==> config.mk <==
export PLATFORM = sky130hd
export DESIGN_NAME = keyboard_register
export DESIGN_NICKNAME = d
export VERILOG_FILES = /design/src/rtl/keyboard_register.sv
export SDC_FILE = /design/constraint.sdc
export NUM_CORES = 1
export LEC_CHECK = 0
export CORE_MARGIN = 10
export CORE_UTILIZATION = 41
export DETAILED_ROUTE_END_ITERATION = 8
export SLEW_MARGIN = 40
export SYNTH_ARGS = -nofsm -noshare
export SYNTH_HDL_FRONTEND = slang
export SYNTH_SLANG_ARGS = --single-unit
==> constraint.sdc <==
create_clock -name clk -period 2.65 [get_ports clk]
set_clock_uncertainty 0.15 [all_clocks]
set_input_delay 0.265 -clock clk [delete_from_list [all_inputs] [get_ports clk]]
set_output_delay 0.265 -clock clk [all_outputs]
set_load 0.02 [all_outputs]
Figure 1. Placement view.
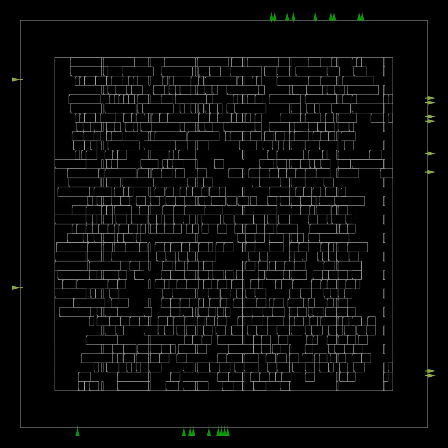
site row count: 36
Core ar.: 9729 um^2
Non-Filler Instances: 773
Layout fillers: 866
flip-flops: 50

Figure 2. Clock network drawn from the DEF.
Drawn at 2 px/um.
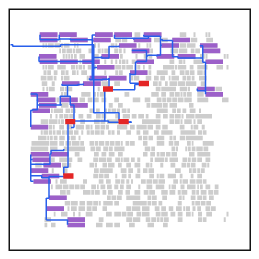
clock drivers -> red  # count 5
flip-flops -> purple  # count 50
clock wires -> blue  # length 649 um
routed clock nets = 6
P_clk: 536 uW
clk_lat worst skew: 0.32 ns

==> run_results.csv <==
group,metric,value,unit
place,placed_cell_area,5261,um^2
power_and_ir_drop,pwr-share-comb,0.403,
timing,finalSetupViolCount,13,
drt,route.detailed.drc,0,
synthesis,yosysTopAreaCell,"dfrtp_1",
synthesis,simple_gate_share,0.3000,
grt,overflow,0,
cts,cts_root_buf,"clkbuf_8",
drt,antenna_left,0,
timing,hold_viol,0,
synthesis,yosys.area_share.xor_xnor,0.07301,
final_layout,final_nets,656,
setup_path,reg2reg_slack,-0.23,ns
grt,met2_usage,0.3212,
drt,routed-wl-met2,6876,um
final_layout,final_common_cell,"buf_4",
drt,vias,4461,
power_and_ir_drop,internal_power,1.697,mW
drt,routed-wl-met3,934,um
synthesis,ys_sh_mux,0.02485,
floorplanning,num_io_pins,28,
synthesis,syn_inst,502,
setup_path,path_cells,"inv_2 > ha_4 > buf_6 > or2_4 > a21boi_4 > o211ai_1 > or3b_4 > nor4_4 > a2111o_1 > a221oi_2 > o2111ai_1",
synthesis,netlist_area,4079,um^2
grt,grt_pass1_wl,23250,um
drt,wl_per_cell,18.50,um
cts,cts.clk_slew.worst_paths,0.10,ns
setup_path,crit_slowest_cell,"dfrtp_1",
outcome,violations,"setup timing",
power_and_ir_drop,ir_drop,0.3590,mV
timing,rsz0062_at_grt,"yes",
setup_path,max_stage_delay,0.43,ns
setup_path,required,2.69,ns
final_layout,largest_reg_flops,26,
run,warnings,32,
cts,post_cts_buffers,15,
synthesis,syn_area_per_cell,8.125,um^2
grt,grtUsageMet3,0.04360,
outcome,status,"finished with violations",
timing,layout_setup_ws,-0.2301,ns
synthesis,synthArstFlopShare,1.000,
timing,timing.fmax,347.2,MHz
setup_path,critPathTopFamily,"AND-OR/OR-AND gates",
synthesis,edf_count,0,
power_and_ir_drop,power_leakage,2.519,nW
place,place.gp.congestion,0.9667,
cts,cts.path.max_buffers,2,
drt,firstDrtPassIters,5,
[final cells by class]
type | count | area, um^2 | area share
timing repair buffer | 171 | 1403 | 0.2389
multi-input combinational | 401 | 2900 | 0.4940
clock buffer | 5 | 68.82 | 0.01172
clock inverter | 2 | 38.79 | 0.006607
tap | 133 | 166.4 | 0.02835
inverter | 11 | 41.29 | 0.007033
sequential | 50 | 1252 | 0.2133
[metrics by stage]
step                      hold slack, ns  TNS (ns)  std cells
after floorplan                  -0.1806  -0.03987        509
after global placement            0.1839    -9.990        744
after detailed placement          0.1889    -9.873        744
after CTS                         0.2098    -2.192        770
after global routing              0.2114    -2.301        773
final                             0.2051    -1.044        773
[cell usage after synthesis (7+ instances only)]
library cell / count
inv_1: 11
clkbuf_1: 17
nor2_1: 65
nor3_1: 16
nor4_1: 8
nand2_1: 28
a21oi_1: 18
o211ai_1: 11
buf_2: 16
xnor2_1: 8
a31oi_1: 7
mux2i_1: 9
and3_1: 14
xor2_1: 26
nand4_1: 13
nor2b_1: 14
nand3_1: 17
buf_4: 9
dfrtp_1: 50
nand2b_1: 8
o21ai_0: 20
[kinds of logic after synthesis]
logic type               Yosys count
AND-OR/OR-AND                    119
XOR/XNOR                          34
adder cells (fa/ha/maj)            5
buffers and inverters             58
flip-flops                        50
multiplexers                      10
other                              1
AND/OR/NAND/NOR                  225
[power groups by stage]
stage	registers (mW)	clock network (mW)	logic, mW
2_1_floorplan	1.09	0	0.479
3_3_place_gp	1.04	0	0.969
3_5_place_dp	1.04	0	0.974
4_1_cts	1.03	0.551	1.06
5_1_grt	1.06	0.584	1.16
6_report	1.04	0.536	1.07
Power and IR drop assume default switching activity.
